clock_map.png
Scale bar: 20 µm.
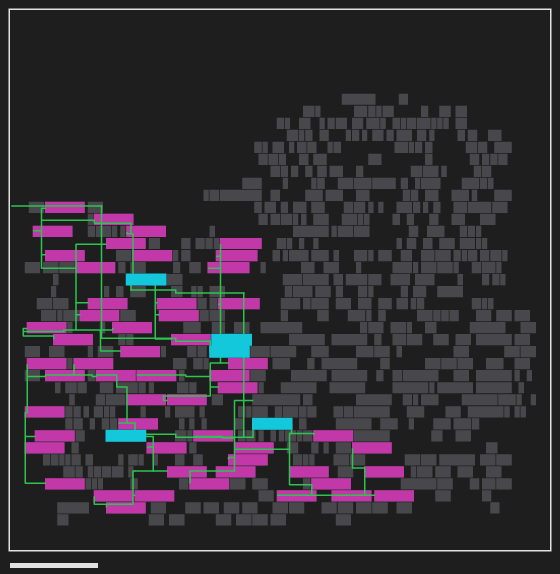
met3.png
Scale bar: 20 µm.
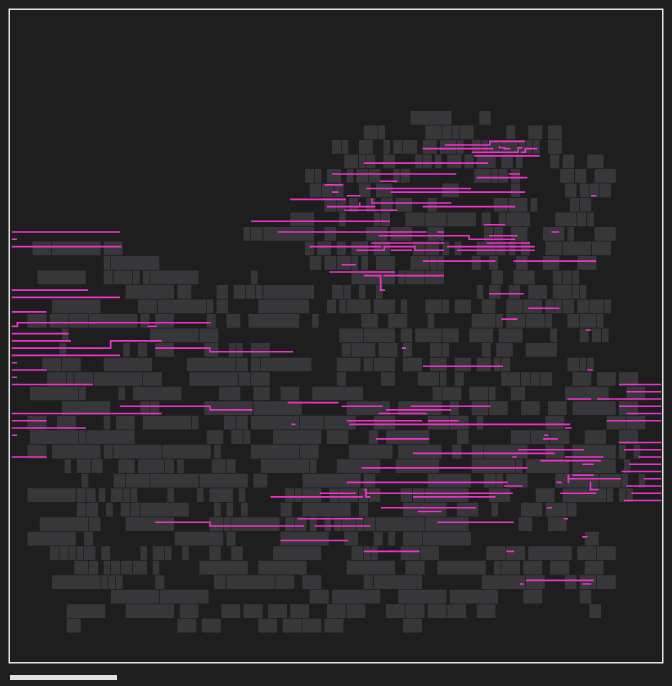
===== config.mk =====
export PLATFORM = sky130hd
export DESIGN_NAME = port_resp
export DESIGN_NICKNAME = d
export VERILOG_FILES = /design/src/rtl/port_resp.sv
export SDC_FILE = /design/constraint.sdc
export NUM_CORES = 1
export LEC_CHECK = 0
export CAP_MARGIN = 20
export CORE_MARGIN = 3
export CORE_UTILIZATION = 35
export CTS_CLUSTER_SIZE = 8
export DETAILED_ROUTE_END_ITERATION = 10
export GPL_TIMING_DRIVEN = 0
export SLEW_MARGIN = 40
export SYNTH_ARGS = -nofsm -noshare
export SYNTH_HDL_FRONTEND = slang
export SYNTH_SLANG_ARGS = --single-unit

===== constraint.sdc =====
create_clock -name i_clk -period 12.9 [get_ports i_clk]
set_input_delay 2.58 -clock i_clk [delete_from_list [all_inputs] [get_ports i_clk]]
set_output_delay 2.58 -clock i_clk [all_outputs]
set_load 0.005 [all_outputs]

===== src/rtl/port_resp.sv =====
// Output-port responder: round-robin grants among PORTNUM requesters and holds
// the port for the owner until its transfer completes or the watchdog expires.
module port_resp #(
  parameter int PORTNUM = 16,
  parameter int TIMEOUT = 256
) (
  input  logic                       i_clk,
  input  logic                       i_rst_n,
  input  logic [PORTNUM-1:0]         i_req,
  input  logic                       i_full,
  input  logic                       i_xfer_done,
  output logic                       o_port_ready,
  output logic [PORTNUM-1:0]         o_resp,
  output logic [PORTNUM-1:0]         o_nresp,
  output logic [$clog2(PORTNUM)-1:0] o_owner,
  output logic                       o_owner_vld,
  output logic                       o_timeout
);

  localparam int OW = $clog2(PORTNUM);
  localparam int WW = $clog2(TIMEOUT + 1);
  localparam logic [WW-1:0] WDOG_LAST = WW'(TIMEOUT - 1);

  typedef enum logic [1:0] {
    IDLE = 2'b00,
    BUSY = 2'b01
  } state_t;

  state_t              state, next_state;
  logic [OW-1:0]       rr_ptr, rr_d;
  logic [WW-1:0]       wdog, wdog_d;
  logic [OW-1:0]       win, idx;
  logic                found;
  logic [PORTNUM-1:0]  resp_d, nresp_d;
  logic [OW-1:0]       owner_d;
  logic                vld_d, timeout_d, ready_d;

  // Round-robin search starting just after the last winner; the index
  // wraps naturally because PORTNUM is a power of two.
  always_comb begin
    win   = '0;
    idx   = '0;
    found = 1'b0;
    for (int i = 1; i <= PORTNUM; i++) begin
      idx = rr_ptr + OW'(i);
      if (!found && i_req[idx]) begin
        win   = idx;
        found = 1'b1;
      end
    end
  end

  always_comb begin
    next_state = state;
    resp_d     = '0;
    nresp_d    = '0;
    owner_d    = o_owner;
    vld_d      = o_owner_vld;
    timeout_d  = 1'b0;
    rr_d       = rr_ptr;
    wdog_d     = wdog;
    case (state)
      IDLE: begin
        if (|i_req) begin
          if (i_full) begin
            nresp_d = i_req;
          end else begin
            resp_d     = PORTNUM'(1) << win;
            nresp_d    = i_req & ~(PORTNUM'(1) << win);
            owner_d    = win;
            vld_d      = 1'b1;
            rr_d       = win;
            wdog_d     = '0;
            next_state = BUSY;
          end
        end
      end
      BUSY: begin
        // Done wins over a coinciding watchdog expiry.
        nresp_d = i_req;
        if (i_xfer_done) begin
          next_state = IDLE;
          vld_d      = 1'b0;
          wdog_d     = '0;
        end else if (wdog == WDOG_LAST) begin
          next_state = IDLE;
          timeout_d  = 1'b1;
          vld_d      = 1'b0;
          wdog_d     = '0;
        end else begin
          wdog_d = wdog + WW'(1);
        end
      end
      default: begin
        next_state = IDLE;
        vld_d      = 1'b0;
        wdog_d     = '0;
      end
    endcase
    ready_d = (next_state == IDLE) && !i_full;
  end

  always_ff @(posedge i_clk or negedge i_rst_n) begin
    if (!i_rst_n) begin
      state        <= IDLE;
      rr_ptr       <= OW'(PORTNUM - 1);
      wdog         <= '0;
      o_port_ready <= 1'b0;
      o_resp       <= '0;
      o_nresp      <= '0;
      o_owner      <= '0;
      o_owner_vld  <= 1'b0;
      o_timeout    <= 1'b0;
    end else begin
      state        <= next_state;
      rr_ptr       <= rr_d;
      wdog         <= wdog_d;
      o_port_ready <= ready_d;
      o_resp       <= resp_d;
      o_nresp      <= nresp_d;
      o_owner      <= owner_d;
      o_owner_vld  <= vld_d;
      o_timeout    <= timeout_d;
    end
  end

endmodule


==> summary.txt <==
Implementation results. Listed in order, past its start point the critical path passes buf_2, buf_2, clkbuf_1, inv_1, ha_1, buf_2, buf_4, buf_2, mux4_2, mux2_2, mux2i_2, nand4_1, a2111oi_0, or4_1, o211ai_1, a211oi_1, buf_2, nor3b_1, and3_1. At the floorplan stage, the core utilization is reported as between 30% and 40%. Before CTS, the worst setup slack after placement is 5.81 ns. Wire length per cell after detailed routing landed at 20.6 µm.

The worst path needs just over 7 ns of the cycle, external delays included. Overall routing resource usage recorded by global route was around a fifth. Of all flip-flops after synthesis, the portion carrying an async set or reset was 100%. Input and output buffers added on the ports amount to 50. For this run, the post-layout net count is 593. For this run the top cell type by instance count after synthesis was sky130_fd_sc_hd__dfrtp_1.

In this run the full chip footprint comes out at between 0.01 and 0.015 mm². Total non-filler cell area in the finished layout landed at 0.00566 mm². Count of clock tree sinks landed at approximately 54. The run finished with clean final reports. Per the OpenROAD floorplan log, the width of the die is ~120 µm.

The cell family contributing the most delay on the critical path is buffers and inverters. Based on the critical path, the design can be clocked at up to ~0.14 GHz. On the critical path the data arrives at roughly 7.4 ns. TritonCTS built the clock tree.

Summed over all layers, the global routing overflow is 0. Setup repair after global routing left no endpoint under its margin. The cell sitting at the root of the clock tree is a sky130_fd_sc_hd__clkbuf_16. Of all cell types, the one taking the most synthesized area is sky130_fd_sc_hd__dfrtp_1.
-- clock_map.png (at the start) --
[magenta] flip-flops | count: 54
[cyan] cells driving clock nets | count: 5
[green] clock wires | length: 653 µm
routed clock nets	6
skew final: 0.0105 ns
source-to-sink clock delay at the later pin of the worst-skew pair: 0.30 ns

-- met3.png (at the start) --
nets with wire on the layer	107
share of all routed wire	9.1%
global routing usage on met3: 4.87%
Routed Wire Length: 15200 µm
total via count in the routed design: 4429

## how the worst min path moves through the flow
stage	startpoint	end	slack, ns
3_3_place_gp	wdog[8]	o_timeout	0.45
6_report	wdog[8]	o_timeout	0.47
4_1_cts	wdog[8]	o_timeout	0.47
2_1_floorplan	wdog[8]	o_timeout	0.43
3_5_place_dp	wdog[8]	o_timeout	0.46
5_1_grt	wdog[8]	o_timeout	0.50
## cell families after synthesis
group / synth area share [%]
other cells: 0.0794
buf+inv: 4.69
mux: 24.7
xor+xnor: 1.83
compound gates: 17.7
flops: 28.7
simple gates: 19.9
fa+ha+maj: 2.38
## cell type report
| type | count | area (µm²) | area share [%] |
|---|---|---|---|
| plain buffers | 35 | 169 | 2.98 |
| clock buffers | 6 | 139 | 2.45 |
| inverters | 14 | 52.6 | 0.928 |
| clock inverters | 2 | 38.8 | 0.685 |
| flip-flops and latches | 54 | 1360 | 24.0 |
| well taps | 172 | 215 | 3.80 |
| multi-input cells | 403 | 3170 | 56.1 |
| repair buffers | 51 | 518 | 9.15 |
## flip-flops by register name, summed over array words and instances, names as in the netlist
register and count:
o_owner 4, state 2, o_timeout 1, o_port_ready 1, o_nresp 16, rr_ptr 4
o_owner_vld 1, wdog 9, o_resp 16
## per-layer routing
layer  track usage (%)  routed length, µm  share of wire, %  vias up
li1                  -                  -                 -     2009
met1              28.4               6540                43     2169
met2              32.4               6960                46      226
met3              4.87               1390               9.1       25
met4              5.25                315               2.1        0
met5                 0                  0                 0        -
